**config.mk**
```make
export PLATFORM = sky130hd
export DESIGN_NAME = spi_flash_reader
export DESIGN_NICKNAME = d
export VERILOG_FILES = /design/src/rtl/spi_flash_reader.sv
export SDC_FILE = /design/constraint.sdc
export NUM_CORES = 1
export LEC_CHECK = 0
export CORE_MARGIN = 10
export CORE_UTILIZATION = 35
export CTS_CLUSTER_SIZE = 20
export DETAILED_ROUTE_END_ITERATION = 7
export PLACE_DENSITY = 0.54
export SYNTH_ARGS = -nofsm -noshare
export SYNTH_HDL_FRONTEND = slang
export SYNTH_SLANG_ARGS = --single-unit
```
**constraint.sdc**
```tcl
create_clock -name clk -period 2.8 [get_ports clk]
set_clock_uncertainty 0.15 [all_clocks]
set_input_delay 0.56 -clock clk [delete_from_list [all_inputs] [get_ports clk]]
set_output_delay 0.56 -clock clk [all_outputs]
set_load 0.05 [all_outputs]
```
**src/rtl/spi_flash_reader.sv**
```systemverilog
// SPI config-flash reader: issues READ (0x03) + 24-bit address in SPI mode 0 and streams
// the returned bytes out on a valid/ready interface, freezing SCLK on backpressure.
module spi_flash_reader #(
  parameter int unsigned CLK_DIV = 2,
  parameter int unsigned LEN_W   = 16
) (
  input  logic             clk,
  input  logic             reset,
  input  logic             start,
  input  logic [23:0]      addr,
  input  logic [LEN_W-1:0] len,
  output logic             busy,
  output logic             done,
  output logic [7:0]       data,
  output logic             data_valid,
  input  logic             data_ready,
  output logic             spi_clk,
  output logic             spi_cs,
  output logic             spi_mosi,
  input  logic             spi_miso
);

  localparam int unsigned      DivW      = (CLK_DIV > 1) ? $clog2(CLK_DIV) : 1;
  localparam logic [DivW-1:0]  DivReload = DivW'(CLK_DIV - 1);
  localparam logic [7:0]       CmdRead   = 8'h03;

  localparam logic [3:0] StIdle    = 4'd0;
  localparam logic [3:0] StCsSetup = 4'd1;
  localparam logic [3:0] StCmd     = 4'd2;
  localparam logic [3:0] StAddr    = 4'd3;
  localparam logic [3:0] StData    = 4'd4;
  localparam logic [3:0] StStall   = 4'd5;
  localparam logic [3:0] StCsHold  = 4'd6;
  localparam logic [3:0] StCsGap   = 4'd7;
  localparam logic [3:0] StDone    = 4'd8;

  logic [3:0]       state_q, state_d;
  logic [DivW-1:0]  div_q, div_d;
  logic             sclk_q, sclk_d;
  logic             cs_q, cs_d;
  logic             mosi_q, mosi_d;
  logic [30:0]      tx_q, tx_d;     // bits still to send after the current MOSI bit
  logic [4:0]       bit_q, bit_d;
  logic [7:0]       rx_q, rx_d;
  logic [LEN_W-1:0] rem_q, rem_d;
  logic             pend_q, pend_d; // rx_q holds a completed byte not yet in data_q
  logic [7:0]       data_q, data_d;
  logic             valid_q, valid_d;

  logic       div_zero;
  logic       can_load;
  logic [7:0] rx_next;

  assign div_zero = (div_q == '0);
  // Output register is free if empty or being drained this cycle.
  assign can_load = !valid_q || data_ready;
  assign rx_next  = {rx_q[6:0], spi_miso};

  // Next-state logic for the transaction sequencer and SCLK generator.
  always_comb begin
    state_d = state_q;
    div_d   = div_zero ? DivReload : div_q - DivW'(1);
    sclk_d  = sclk_q;
    cs_d    = cs_q;
    mosi_d  = mosi_q;
    tx_d    = tx_q;
    bit_d   = bit_q;
    rx_d    = rx_q;
    rem_d   = rem_q;
    pend_d  = pend_q;
    data_d  = data_q;
    valid_d = valid_q;

    if (valid_q && data_ready) valid_d = 1'b0;

    case (state_q)
      StIdle, StDone: begin
        state_d = StIdle;
        if (start) begin
          if (len != '0) begin
            state_d = StCsSetup;
            cs_d    = 1'b0;
            mosi_d  = CmdRead[7];
            tx_d    = {CmdRead[6:0], addr};
            rem_d   = len;
            bit_d   = '0;
            div_d   = DivReload;
          end else begin
            state_d = StDone;
          end
        end
      end

      StCsSetup: begin
        if (div_zero) begin
          sclk_d  = 1'b1;
          state_d = StCmd;
        end
      end

      StCmd, StAddr: begin
        if (div_zero) begin
          if (!sclk_q) begin
            sclk_d = 1'b1;
          end else begin
            // Falling edge: present the next bit while SCLK is low.
            sclk_d = 1'b0;
            mosi_d = tx_q[30];
            tx_d   = {tx_q[29:0], 1'b0};
            bit_d  = bit_q + 5'd1;
            if (bit_q == 5'd7) state_d = StAddr;
            if (bit_q == 5'd31) begin
              state_d = StData;
              mosi_d  = 1'b0;
              bit_d   = '0;
            end
          end
        end
      end

      StData: begin
        if (pend_q && can_load) begin
          data_d  = rx_q;
          valid_d = 1'b1;
          pend_d  = 1'b0;
        end
        if (div_zero) begin
          if (!sclk_q) begin
            sclk_d = 1'b1;
            rx_d   = rx_next;
            bit_d  = bit_q + 5'd1;
            if (bit_q == 5'd7) begin
              bit_d = '0;
              rem_d = rem_q - LEN_W'(1);
              if (can_load) begin
                data_d  = rx_next;
                valid_d = 1'b1;
              end else begin
                pend_d = 1'b1;
              end
            end
          end else begin
            sclk_d = 1'b0;
            if (pend_d)             state_d = StStall;
            else if (rem_q == '0)   state_d = StCsHold;
          end
        end
      end

      StStall: begin
        if (can_load) begin
          data_d  = rx_q;
          valid_d = 1'b1;
          pend_d  = 1'b0;
          div_d   = DivReload;
          state_d = (rem_q == '0) ? StCsHold : StData;
        end
      end

      StCsHold: begin
        if (div_zero) begin
          cs_d    = 1'b1;
          bit_d   = '0;
          state_d = StCsGap;
        end
      end

      // CS-high time spans two half-periods before done.
      StCsGap: begin
        if (div_zero) begin
          if (!bit_q[0]) bit_d = 5'd1;
          else           state_d = StDone;
        end
      end

      default: state_d = StIdle;
    endcase
  end

  // State registers with synchronous reset.
  always_ff @(posedge clk) begin
    if (reset) begin
      state_q <= StIdle;
      div_q   <= '0;
      sclk_q  <= 1'b0;
      cs_q    <= 1'b1;
      mosi_q  <= 1'b0;
      tx_q    <= '0;
      bit_q   <= '0;
      rx_q    <= '0;
      rem_q   <= '0;
      pend_q  <= 1'b0;
      data_q  <= '0;
      valid_q <= 1'b0;
    end else begin
      state_q <= state_d;
      div_q   <= div_d;
      sclk_q  <= sclk_d;
      cs_q    <= cs_d;
      mosi_q  <= mosi_d;
      tx_q    <= tx_d;
      bit_q   <= bit_d;
      rx_q    <= rx_d;
      rem_q   <= rem_d;
      pend_q  <= pend_d;
      data_q  <= data_d;
      valid_q <= valid_d;
    end
  end

  // Status and pin outputs decoded from registered state.
  always_comb begin
    busy       = (state_q != StIdle) && (state_q != StDone);
    done       = (state_q == StDone);
    data       = data_q;
    data_valid = valid_q;
    spi_clk    = sclk_q;
    spi_cs     = cs_q;
    spi_mosi   = mosi_q;
  end

endmodule

```
### Gate families picked out

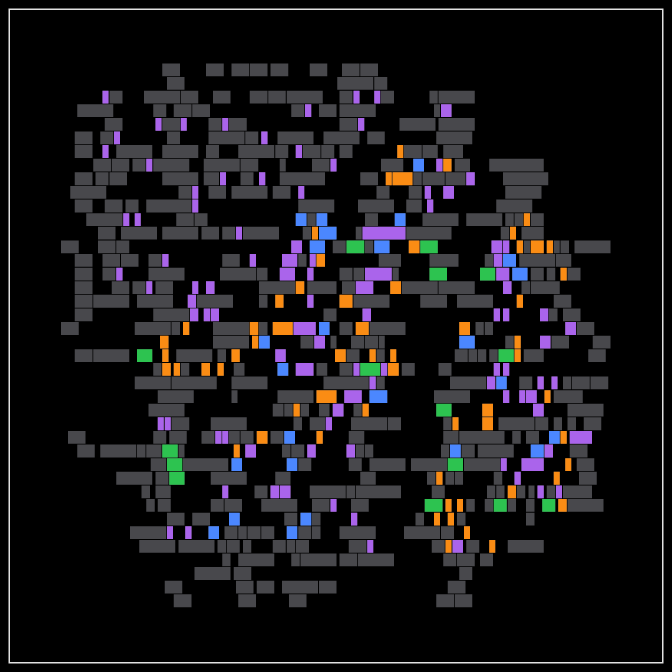
legend:
  non-inverting ao/oa cells:
    colour: green
    cells: 15
    most_used: o22a_1
  nor cells:
    colour: purple
    cells: 100
    most_used: nor2_1
  nand cells:
    colour: orange
    cells: 60
    most_used: nand2_1
  and/or cells:
    colour: blue
    cells: 25
    most_used: and2_1
Layout Cells excl Fill: 713
most instantiated logic cell after routing: dfxtp_1
logic share of the area: 0.462

### Routing congestion map

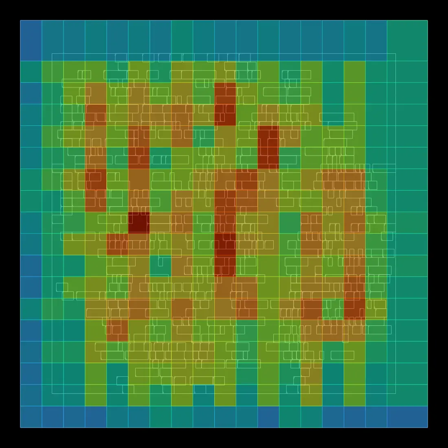
routing usage on met3: 0.0446
GRT Total Usage: 0.140
met1 usage: 0.171

### Cells coloured by class

Bar = 50 um.
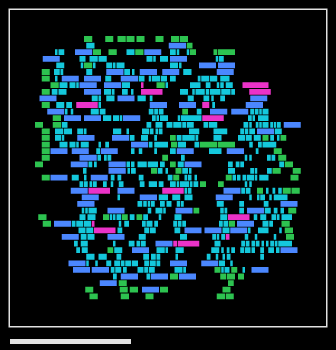
legend:
  sequential cells:
    colour: blue
    cells: 78
  combinational and other logic:
    colour: cyan
    cells: 387
  clock drivers and dummy loads:
    colour: magenta
    cells: 15
  remaining buffers and delay cells:
    colour: green
    cells: 86
Site Rows: 40
Seq area share: 0.292
post-route cell area: 5350 sq um
area of the core: 12000 sq um
Final Util: 0.447

==> impl_metrics.json <==
{
  "cts_tree": "done",
  "clock_sinks": 78,
  "relSlewSlack": 0.363,
  "top_cells_by_area": "dfxtp_1, mux2i_1, nor2_1, a21oi_1, a211oi_1",
  "setup-violations-final": 0,
  "async_flop_share": 0,
  "reg2reg_slack_ns": 0.36,
  "ys_ff": 78,
  "flop_cell": "dfxtp_1",
  "grt_pass1_vias": 3848,
  "port_buffers": 58,
  "synth-edff-count": 0,
  "wl_per_cell_um": 16.3,
  "hold_start": "tx_q[27]$_SDFFE_PP0P_",
  "synth_cell_types": 71,
  "max_freq_mhz": 385,
  "path_class": "input pin to flip-flop",
  "warnings": 26,
  "hold_viol": 0,
  "crit_fanout": 16,
  "lay_top_cells": "dfxtp_1, nor2_1, clkdlybuf4s50_1, a21oi_1, nand2_1",
  "vias_per_cell": 5.53,
  "min_path_cells": 2,
  "cts_resized": 0,
  "ys_seq_share": 0.367,
  "drt_iter0_drc": 204,
  "grt_max_degree": 75,
  "grt_pass1_wl_mm": 18.9,
  "status": "complete, no violations",
  "holdPathEnd": "tx_q[28]$_SDFFE_PP0P_",
  "overflow": 0,
  "cp.required_ns": 2.92,
  "hpwlAfterDp_mm": 8.13,
  "finalPower_mw": 4.87,
  "period_minus_slack_ns": 2.60,
  "antenna_found_initial": 0,
  "clk_pin_slew_ns": 0.06,
  "synthesis.area_sq_um": 4260,
  "die_y_um": 130,
  "ioPinCount": 59,
  "cts_max_level": 3,
  "maxCapViolCount": 0,
  "p_leak_nw": 1.97,
  "setup_ws_ns": 0.203,
  "yosysChipArea_sq_um": 4260,
  "layout-drive-gt1-share": 0.120,
  "vdd_drop_max_uv": 341,
  "r2r-end": "state_q[2]$_SDFFE_PP0P_",
  "end_kind": "flip-flop",
  "power_density_nw_per_um2": 910,
  "die_w_um": 130,
  "drc": 0,
  "top_area_cell": "dfxtp_1",
  "cts_hold_buf": 0,
  "finalMaxSlewViolations": 0,
  "r2r_cells": 8,
  "syn_inst": 502,
  "clockRootBuffer": "clkbuf_16",
  "gp_congestion": 0.843,
  "num_vias": 3945,
  "syn_area_per_cell_sq_um": 8.48,
  "antenna_cells": 0,
  "fill_cells": 1176,
  "final_net_count": 610,
  "chipArea_sq_um": 17000,
  "cp-start-kind": "input pin",
  "worst_slew_pin_slew_ns": 0.956,
  "post_cts_buffers": 0,
  "finalClockPeriodUsage": 0.927,
  "cts_buffer_depth": 2,
  "r2r-start": "bit_q[0]$_SDFFE_PP0P_",
  "ys_cells": 502,
  "rsz0062_at_grt": "no",
  "drt_wl_total_mm": 11.6,
  "cp.arrival_ns": 2.71,
  "syn_to_final_growth_pct": 25.6,
  "yosysWarnings": 0,
  "fp_util": 0.356,
  "synth_top_area_share": 0.367,
  "holdCritPathClass": "flip-flop to flip-flop",
  "dp_slack_ns": -0.211,
  "syn-num-nets": 550,
  "dpl.cell_count": 697,
  "logic_area_sq_um": 2470,
  "detail-route-antenna-nets": 0,
  "cts_buffers": 9,
  "dr.pass1.iters": 4
}
### Sequential cells grouped by signal name

Bar = 50 um.
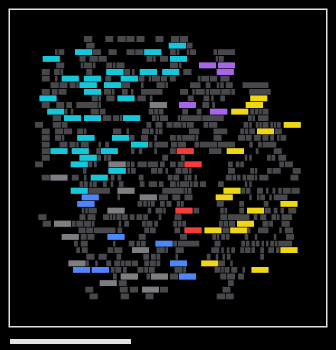
legend:
  rx_q:
    colour: blue
    flops: 8
  state_q:
    colour: red
    flops: 4
    where: middle
  tx_q:
    colour: cyan
    flops: 31
  rem_q:
    colour: yellow
    flops: 16
  bit_q:
    colour: purple
    flops: 5
not coloured: 14
power in sequential cells: 1.57 mW
register area: 1560 sq um

### Clock distribution

Bar = 50 um.
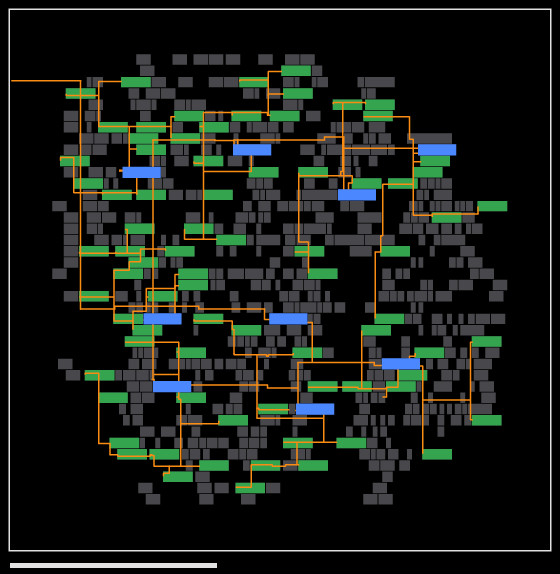
legend:
  flip-flops:
    colour: green
    count: 78
  clock wires:
    colour: orange
    length: 1190 um
  clock drivers:
    colour: blue
    count: 9
routed clock nets: 10
share of power burned in the clock network: 0.235
Insertion Delay late pin: 0.34 ns
Power Clock: 1.14 mW

[critical path, cell delays in order]
cell             delay [ns]
clkdlybuf4s50_1        0.44
nor4_2                 0.35
buf_4                  0.17
and4_1                 0.42
a221o_1                0.35
buf_12                 0.18
o21ai_1                0.08
a21oi_1                0.15
[Yosys cell counts, drive strengths merged, types with 3 or more instances]
master	number
inv	9
nor2b	7
or3	3
ha	3
dfxtp	78
a21boi	4
a22oi	7
o21ai	22
nor2	62
nor3	16
o211ai	6
nor4b	4
nand2b	5
o221ai	3
and2	7
o31ai	3
nand2	36
mux2i	33
a21oi	46
a211oi	26
a31oi	6
mux2	3
and3	5
o22a	3
nand4	3
nand3	11
o32ai	3
nand3b	3
nor4	8
clkbuf	16
buf	22
[per-stage QoR]
step | area (sq um) | setup TNS [ns] | hold slack (ns)
finish | 5350 | 0 | 0.302
CTS | 5330 | 0 | 0.301
global route | 5350 | 0 | 0.328
detailed placement | 5050 | -4.80 | 0.292
floorplan | 4260 | 0 | 0.282
global placement | 5050 | -3.83 | 0.289
[registers in the layout (all words and copies together) (netlist names)]
| register | flops |
|---|---|
| div_q | 1 |
| data_valid | 1 |
| bit_q | 5 |
| rem_q | 16 |
| rx_q | 8 |
| pend_q | 1 |
| tx_q | 31 |
| spi_clk | 1 |
| spi_mosi | 1 |
| state_q | 4 |
| data | 8 |
| spi_cs | 1 |
[metal layers]
layer | part of all wire | wire (um) | GRT usage | vias to the layer above
met5 | 0 | 0 | 0 | -
met3 | 0.046 | 539 | 0.0446 | 14
li1 | - | - | - | 1971
met2 | 0.48 | 5580 | 0.226 | 64
met4 | 0.014 | 161 | 0.0470 | 0
met1 | 0.46 | 5330 | 0.171 | 1896
[worst max-delay path by stage]
| stage | from | to | slack (ns) | cells after the start |
|---|---|---|---|---|
| after floorplan | state_q[0]$_SDFFE_PP0P_ | done | 0.27 | 4 |
| after global placement | len[10] | spi_mosi$_SDFFE_PP0P_ | -0.14 | 7 |
| after detailed placement | len[8] | tx_q[8]$_SDFFE_PP0P_ | -0.21 | 7 |
| after CTS | len[8] | tx_q[8]$_SDFFE_PP0P_ | 0.12 | 7 |
| after global routing | len[8] | rem_q[8]$_SDFFE_PP0P_ | 0.07 | 8 |
| final | len[8] | rem_q[8]$_SDFFE_PP0P_ | 0.20 | 8 |
[kinds of logic (layout without fill, tap and decap cells)]
group           count (synthesis)  after routing  synth area share
compound gates                151            152             0.246
xor+xnor                        2              2           0.00412
fa+ha+maj                       3              3           0.00882
buf+inv                        47            110            0.0597
flops                          78             78             0.367
mux                            36             36            0.0855
simple gates                  185            185             0.229
[cell type report]
| cell class | count | share of cell area |
|---|---|---|
| multi-input combinational | 378 | 0.462 |
| timing repair buffer | 86 | 0.153 |
| sequential | 78 | 0.292 |
| clock buffer | 11 | 0.0435 |
| clock inverter | 4 | 0.00912 |
| inverter | 9 | 0.00632 |
| tap | 147 | 0.0344 |
[where the power goes]
group	total, mW	internal [mW]	switching, mW
Clock	1.14	0.684	0.460
Sequential	1.57	1.35	0.223
Combinational	2.15	0.888	1.26
Total	4.87	2.92	1.95
Power and IR drop assume default switching activity.
